`src/rtl/srrc_tx_sequencer.sv`:
```
// Feeds one SRRC filter for a single I/Q rail: symbol pull, zero-insertion up-sampling,
// frame slots, tail flush and output tagging. Optional sticky underrun flag: SRRC_SEQ_UNDERRUN_EN.
//
// state   | meaning
// IDLE    | waiting for start
// CLR     | one cycle holding the SRRC in reset to clear its history
// RUN     | symbol slots, OSR samples each, symbol only on phase 0
// FLUSH   | NTAPS-1 zero samples to push out the filter tail
// DRAIN   | LAT cycles letting the last sample reach srrc_dout
module srrc_tx_sequencer #(
   parameter int OSR       = 4,
   parameter int NTAPS     = 33,
   parameter int LAT       = 1,
   parameter int FRAME_LEN = 512,
   parameter int DW        = 18
) (
   input  logic          clk,
   input  logic          reset,
   input  logic          start,
   input  logic          sym_valid,
   input  logic [1:0]    sym_data,
   output logic          sym_ready,
   output logic          srrc_rst,
   output logic [1:0]    srrc_din,
   input  logic [DW-1:0] srrc_dout,
   output logic          out_valid,
   output logic [DW-1:0] out_data,
   output logic          out_last,
   output logic          busy,
   output logic          done
`ifdef SRRC_SEQ_UNDERRUN_EN
   ,
   output logic          underrun
`endif
);

   localparam int PW   = (OSR > 1) ? $clog2(OSR) : 1;
   localparam int SW   = (FRAME_LEN > 1) ? $clog2(FRAME_LEN) : 1;
   localparam int TMAX = (NTAPS > LAT) ? NTAPS : LAT;
   localparam int TW   = $clog2(TMAX + 1);

   typedef enum logic [2:0] {
      S_IDLE  = 3'd0,
      S_CLR   = 3'd1,
      S_RUN   = 3'd2,
      S_FLUSH = 3'd3,
      S_DRAIN = 3'd4
   } state_t;

   state_t          state_q, state_d;
   logic [PW-1:0]   phase_q, phase_d;
   logic [SW-1:0]   slot_q, slot_d;
   logic [TW-1:0]   tcnt_q, tcnt_d;
   logic            done_q, done_d;
   logic [LAT-1:0]  act_dly_q;
   logic [LAT-1:0]  last_dly_q;
   logic            run_ph0;
   logic            active;
   logic            last_in;

   always_ff @(posedge clk) begin
      if (reset) begin
         state_q <= S_IDLE;
         phase_q <= '0;
         slot_q  <= '0;
         tcnt_q  <= '0;
         done_q  <= 1'b0;
      end else begin
         state_q <= state_d;
         phase_q <= phase_d;
         slot_q  <= slot_d;
         tcnt_q  <= tcnt_d;
         done_q  <= done_d;
      end
   end

   always_comb begin
      state_d = state_q;
      phase_d = phase_q;
      slot_d  = slot_q;
      tcnt_d  = tcnt_q;
      done_d  = 1'b0;
      case (state_q)
         S_IDLE: begin
            if (start) state_d = S_CLR;
         end
         S_CLR: begin
            state_d = S_RUN;
            phase_d = '0;
            slot_d  = '0;
         end
         S_RUN: begin
            if (phase_q == PW'(OSR - 1)) begin
               phase_d = '0;
               if (slot_q == SW'(FRAME_LEN - 1)) begin
                  state_d = S_FLUSH;
                  slot_d  = '0;
                  tcnt_d  = TW'(NTAPS - 2);
               end else begin
                  slot_d = slot_q + SW'(1);
               end
            end else begin
               phase_d = phase_q + PW'(1);
            end
         end
         S_FLUSH: begin
            if (tcnt_q == '0) begin
               state_d = S_DRAIN;
               tcnt_d  = TW'(LAT - 1);
            end else begin
               tcnt_d = tcnt_q - TW'(1);
            end
         end
         S_DRAIN: begin
            if (tcnt_q == '0) begin
               state_d = S_IDLE;
               done_d  = 1'b1;
            end else begin
               tcnt_d = tcnt_q - TW'(1);
            end
         end
         default: state_d = S_IDLE;
      endcase
   end

   assign run_ph0 = (state_q == S_RUN) && (phase_q == '0);
   assign active  = (state_q == S_RUN) || (state_q == S_FLUSH);
   assign last_in = (state_q == S_FLUSH) && (tcnt_q == '0);

   // active/last ride alongside the sample through the filter's latency
   always_ff @(posedge clk) begin
      if (reset) begin
         act_dly_q  <= '0;
         last_dly_q <= '0;
      end else begin
         act_dly_q[0]  <= active;
         last_dly_q[0] <= last_in;
         for (int i = 1; i < LAT; i++) begin
            act_dly_q[i]  <= act_dly_q[i-1];
            last_dly_q[i] <= last_dly_q[i-1];
         end
      end
   end

   // Outputs are forced to their idle values in the reset cycle itself
   assign sym_ready = run_ph0 & ~reset;
   assign srrc_din  = (sym_ready && sym_valid && (sym_data != 2'b10)) ? sym_data : 2'b00;
   assign srrc_rst  = reset | (state_q == S_CLR);
   assign out_valid = act_dly_q[LAT-1] & ~reset;
   assign out_last  = last_dly_q[LAT-1] & ~reset;
   assign out_data  = srrc_dout;
   assign busy      = (state_q != S_IDLE) & ~reset;
   assign done      = done_q & ~reset;

`ifdef SRRC_SEQ_UNDERRUN_EN
   always_ff @(posedge clk) begin
      if (reset || (state_q == S_CLR)) begin
         underrun <= 1'b0;
      end else if (run_ph0 && !sym_valid) begin
         underrun <= 1'b1;
      end
   end
`endif

endmodule

```
`config.mk`:
```
export PLATFORM = sky130hd
export DESIGN_NAME = srrc_tx_sequencer
export DESIGN_NICKNAME = d
export VERILOG_FILES = /design/src/rtl/srrc_tx_sequencer.sv
export SDC_FILE = /design/constraint.sdc
export NUM_CORES = 1
export LEC_CHECK = 0
export CAP_MARGIN = 20
export CORE_ASPECT_RATIO = 0.75
export CORE_MARGIN = 3
export CORE_UTILIZATION = 49
export DETAILED_ROUTE_END_ITERATION = 16
export PLACE_DENSITY = 0.85
export SYNTH_ARGS = -nofsm -noshare
export SYNTH_HDL_FRONTEND = slang
export SYNTH_SLANG_ARGS = --single-unit
```
`constraint.sdc`:
```
create_clock -name clk -period 4.2 [get_ports clk]
set_input_delay 0.63 -clock clk [delete_from_list [all_inputs] [get_ports clk]]
set_output_delay 0.63 -clock clk [all_outputs]
set_load 0.005 [all_outputs]
```
==> results_dict.tcl, run 1 <==
# metrics dict for downstream scripts
set metrics [dict create \
    status "finished clean" \
    maxSlewViolCount 0 \
    route.met2.wl_um 1330 \
    crit_chain "nand2b_1 -> nor4b_1 -> and3_1 -> and2_1 -> clkdlybuf4s50_1" \
    xor_share_pct 0 \
    endpoint_kind "primary output" \
    diodes 0 \
    drive_above_1_share_pct 4.40 \
    routabilityCongestion 0.870 \
    hold_class "flop to flop" \
    worstPathArrival_ns 2.46 \
    regMostFlops "slot_q" \
    synth.net_count 222 \
    netlist-cell-type-count 45 \
    power.internal_mw 0.316 \
    fin_tns_setup_ns 0 \
    ys_warn_count 0 \
    path_buffers 1 \
    grt_max_degree 29 \
    fmax_mhz 324 \
    power.group.top "sequential cells" \
    ctsHoldBuffers 0 \
    ios 50 \
    synth.avg_cell_area_um2 7.81 \
    h-tree-depth 1 \
    synthesis.area_um2 1500 \
    grt.total_usage_pct 17.1 \
    edf_count 0 \
    power.share.clock_pct 32.6 \
    final_cell_mix "dfxtp_1, nor2_1, a21oi_1, clkdlybuf4s50_1" \
    fillers 255 \
    p_seq_mw 0.232 \
    hold_depth 2 \
    min-delay-start "slot_q[7]" \
    slowest_delay_ns 0.63 \
    synthArstFlopShare_pct 0 \
    routed.top_layer "met4" \
    vias 1346 \
    clk_pin_slew_worst_paths_ns 0.08 \
    drtIter0Drc 143 \
    root_buffer "clkbuf_8" \
    adder_share_pct 5.01 \
    crit_cells 5 \
    cts_tree "done" \
    reg2regPathDepth 9 \
    simple_gate_share_pct 26.5 \
    antenna_found_initial 0 \
    logic_family "simple AND/OR/NAND/NOR gates" \
    grt_pass1_vias 1195 \
    ys_seq_share_pct 30.7 \
    top_regs "slot_q: 9 flops, tcnt_q: 6 flops, state_q: 3 flops" \
    rows 16 \
    timing.rr.end "slot_q[7]" \
    area_growth_pct 2.59 \
    firstDrtPassIters 5 \
    powerDensity_nw_per_um2 277 \
    largest_register_ffs 9 \
    grt_overflow 0 \
    fin_nets 213 \
    fin_worst_hold_slack_ns 0.495 \
    dr_wl_met3_um 254 \
    required_ns 3.57 \
    power_leakage_nw 0.529 \
    fp.dieArea_um2 3770 \
    worstSetupEndpoint "srrc_din[1]" \
    flop_area_um2 460 \
    period_minus_slack_ns 3.09 \
    timing.rr.start "slot_q[0]" \
    drt_drc_violations_left 0 \
    wl_per_cell_um 14.2 \
    tightest_slew_ns 0.767 \
    antenna_left 0 \
    critPathLaunch "state_q[1]" \
    detail_route.vias_per_cell 6.17 \
    p_comb_share_pct 13.0 \
    busiest_layer "met2" \
    grt_pass1_wl_um 5190 \
    place.detailed.hpwl_um 2110 \
    fin_crit_sh_pct 73.6 \
    clk_path_buf_depth 2 \
    critPathMaxFanout 15 \
    met1_usage_pct 22.6 \
    rsz0062_at_grt "false" \
    maxSlewHeadroom_pct 48.8 \
    peakVddDrop_v 0.000119 \
    yosys-top-cells-count "dfxtp_1, nor2_1, buf_4, a21oi_1" \
    numSynthFlops 23 \
    sw_frac_of_total_pct 25.8 \
]
-- run 1: area by class of cell --
type                       instances  area share [%]
clock buffer                       4            2.93
timing repair buffer              14            8.95
tap                               36            2.93
inverter                          11            2.69
sequential                        23            29.9
multi-input combinational        130            52.6
-- run 1: logic make-up after synthesis --
| kind of cell | count (synthesis) |
|---|---|
| and+or+nand+nor | 74 |
| AOI/OAI and AO/OA | 50 |
| buffers and inverters | 39 |
| DFF | 23 |
| adders and majority gates | 6 |
-- run 1: through the flow --
stage          cell area, µm²  cells
4_1_cts                  1540    218
2_1_floorplan            1500    192
6_report                 1540    218
5_1_grt                  1540    218
3_3_place_gp             1490    214
3_5_place_dp             1490    214
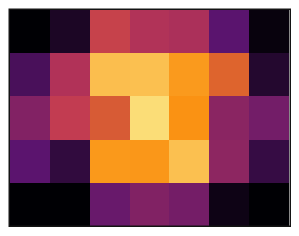
run_1/density.png
(4 px per µm) 7 x 5 tiles, from black (low) to pale yellow (high), 0 to 100% covered.
mean over tiles	40%
tiles over 75% full	23%
fullest tile	93%
nearly empty tiles	11%
final core occ: 55.7%
FP Util: 54.3%
CORE AREA: 2760 µm²

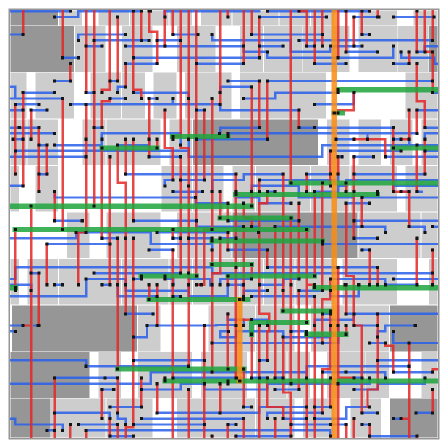
run_1/zoom.png
Region (22, 14) to (47, 39) µm. Cells in grey, sequential cells in the stronger grey; small squares are vias.
colour	layer
orange	met4
green	met3
blue	met1
red	met2
most frequent	nor2_1 (9), inv_1 (6), a21oi_1 (6)
sequential cells in the window	5
netlist names of flops here include	state_q (2)
cells with their middle in the window	70

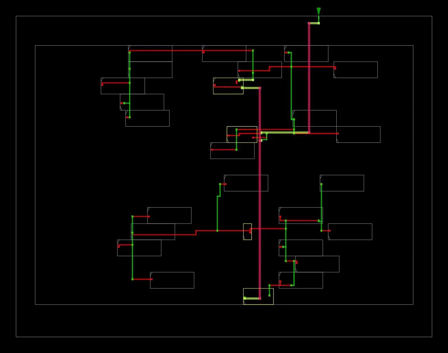
run_1/final_clocks.png
CTS Buf Count: 3
clk pwr: 0.139 mW
clk ins delay skew pair: 0.27 ns
clock skew: 0.00293 ns
number of clock sinks: 23

run_1/cell_classes.png
(6 px per µm) Fill, decap, tap and diode cells in grey.
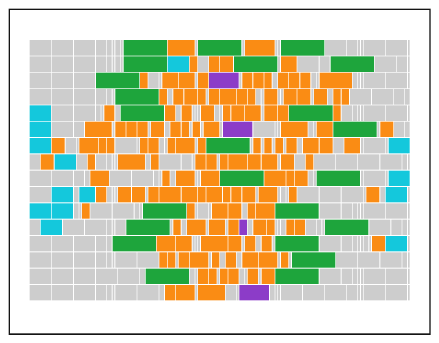

==> inputs of run 2 (changes only) <==
--- a/config.mk
+++ b/config.mk
@@ -8,9 +8,9 @@
 export CAP_MARGIN = 20
 export CORE_ASPECT_RATIO = 0.75
 export CORE_MARGIN = 3
-export CORE_UTILIZATION = 49
+export CORE_UTILIZATION = 41
 export DETAILED_ROUTE_END_ITERATION = 16
-export PLACE_DENSITY = 0.85
+export PLACE_DENSITY = 0.76
 export SYNTH_ARGS = -nofsm -noshare
 export SYNTH_HDL_FRONTEND = slang
 export SYNTH_SLANG_ARGS = --single-unit
==> constraint.sdc (replaced) <==
create_clock -name clk -period 2.81 [get_ports clk]
set_input_delay 0.4215 -clock clk [delete_from_list [all_inputs] [get_ports clk]]
set_output_delay 0.4215 -clock clk [all_outputs]
set_load 0.005 [all_outputs]
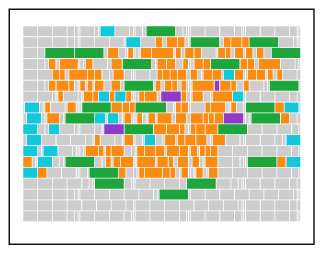
run_2/cell_classes.png
(4 px per µm) Fill, decap, tap and diode cells in grey.
colour	class	cells
orange	all other logic	141
purple	clock drivers and dummy loads	4
green	flip-flops	23
cyan	other buffers and delay cells	21
Seq/total area: 28.6%
final core occ: 47.5%
final instance area: 1610 µm²
Row Count: 18

==> run 2 against run 1 <==
Sequential power grew 46%. Clock skew barely moved. First-iteration DRC count is 1.4% lower. Final area is 5.0% higher. Synthesized cell count is the same. Routed wire length increased by 1.5%. Clock power increased by 49%. Flip-flop count unchanged.
==> results_dict.tcl, run 2 <==
# metrics dict for downstream scripts
set metrics [dict create \
    worstPathArrival_ns 2.87 \
    place_area_um2 1560 \
    clk_path_buf_depth 2 \
    busiest_layer "met1" \
    tapCellCount 50 \
    drtIter0Drc 141 \
    sh_comb_area_pct 50.4 \
    cts_made_buffers 3 \
    synthesis.area_um2 1500 \
    synth.net_count 222 \
    met1_usage_pct 23.5 \
    nClkBuffers 4 \
    ys_seq_share_pct 30.7 \
    insertion_delay_ns 0.27 \
    dominant-cell-class "multi-input combinational cells" \
    root_buffer "clkbuf_8" \
    place.detailed.hpwl_um 2260 \
    powerDensity_nw_per_um2 399 \
    drive_above_1_share_pct 9.52 \
    cts_sinks 23 \
    edf_count 0 \
    slowest_delay_ns 0.48 \
    flop_area_um2 462 \
    drt_drc_violations_left 0 \
    clk_pin_slew_worst_paths_ns 0.08 \
    critPathMaxFanout 4 \
    dp.cells 235 \
    synthArstFlopShare_pct 0 \
    route.met2.wl_um 1280 \
    fmax_mhz 373 \
    detail_route.vias_per_cell 5.42 \
    tightest_slew_ns 0.757 \
    hold_class "flop to flop" \
    rsz0062_at_grt "false" \
    routabilityCongestion 0.789 \
    layoutNonFillerInstCount 239 \
    ys_area_um2 1500 \
    vias 1296 \
    fp.dieArea_um2 4430 \
    h-tree-depth 1 \
    antenna_left 0 \
    required_ns 3.00 \
    fin_nets 220 \
    path_buffers 0 \
    diodes 0 \
    cts_tree "done" \
    crit_chain "ha_2 -> and3_1 -> and3_1 -> and3_1 -> ha_2 -> or4b_4 -> or2_0 -> or3_1 -> a221oi_2" \
    top_regs "slot_q: 9 flops, tcnt_q: 6 flops, state_q: 3 flops" \
    grt_pass1_wl_um 5360 \
    inv_count 11 \
    area_growth_pct 7.68 \
    peakVddDrop_v 0.000256 \
    dr_wl_met3_um 255 \
    period_minus_slack_ns 2.68 \
    ys_warn_count 0 \
    ios 50 \
    regMostFlops "slot_q" \
    fillers 338 \
    endpoint_kind "flop" \
    yosys-top-cells-count "dfxtp_1, nor2_1, buf_4, a21oi_1" \
    buffer_area_share_pct 11.8 \
    ctsHoldBuffers 0 \
    netlist-cell-type-count 45 \
    routed.top_layer "met4" \
    final_cell_mix "dfxtp_1, nor2_1, a21oi_1, clkdlybuf4s50_1" \
    fin_crit_sh_pct 95.4 \
    grt_overflow 0 \
    maxSlewViolCount 0 \
    maxSlewHeadroom_pct 49.6 \
    power_leakage_nw 0.557 \
    firstDrtPassIters 4 \
    synth.avg_cell_area_um2 7.81 \
    status "finished clean" \
    fin_worst_hold_slack_ns 0.504 \
    fin_tns_setup_ns 0 \
    buffers 21 \
]
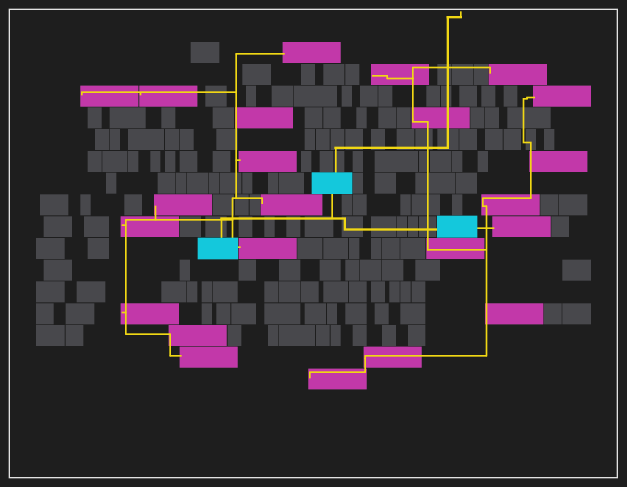
run_2/clock_map.png
(8 px per µm)
[cyan] cells driving clock nets | count: 3
[magenta] flip-flops | count: 23
[yellow] clock wires | length: 294 µm
routed clock nets	4
clock skew: 0.00333 ns
clk pwr: 0.207 mW
clock network fraction of design power: 32.1%

==> run 2: cell counts after synthesis <==
Identical to the previous run, type by type.
==> run 2: cells by family after synthesis <==
logic type | Yosys count | share of synthesized area (%)
AOI/OAI and AO/OA | 50 | 22.5
adders and majority gates | 6 | 5.01
buffers and inverters | 39 | 15.4
DFF | 23 | 30.7
and+or+nand+nor | 74 | 26.5
==> run 2: power by group <==
group	internal, mW	total [mW]	switching [mW]
clock	0.101	0.207	0.105
sequential	0.332	0.339	0.00692
combinational	0.0455	0.0979	0.0525
==> run 2: worst paths after layout <==
kind	startpoint	to	slack, ns	cells after the start
setup / recovery	slot_q[0]	slot_q[7]	0.13	9
hold reg to reg	slot_q[7]	slot_q[7]	0.50	2
hold / removal	slot_q[7]	slot_q[7]	0.50	2
setup reg to reg	slot_q[0]	slot_q[7]	0.13	9
Power is estimated from default activity; no workload was simulated.
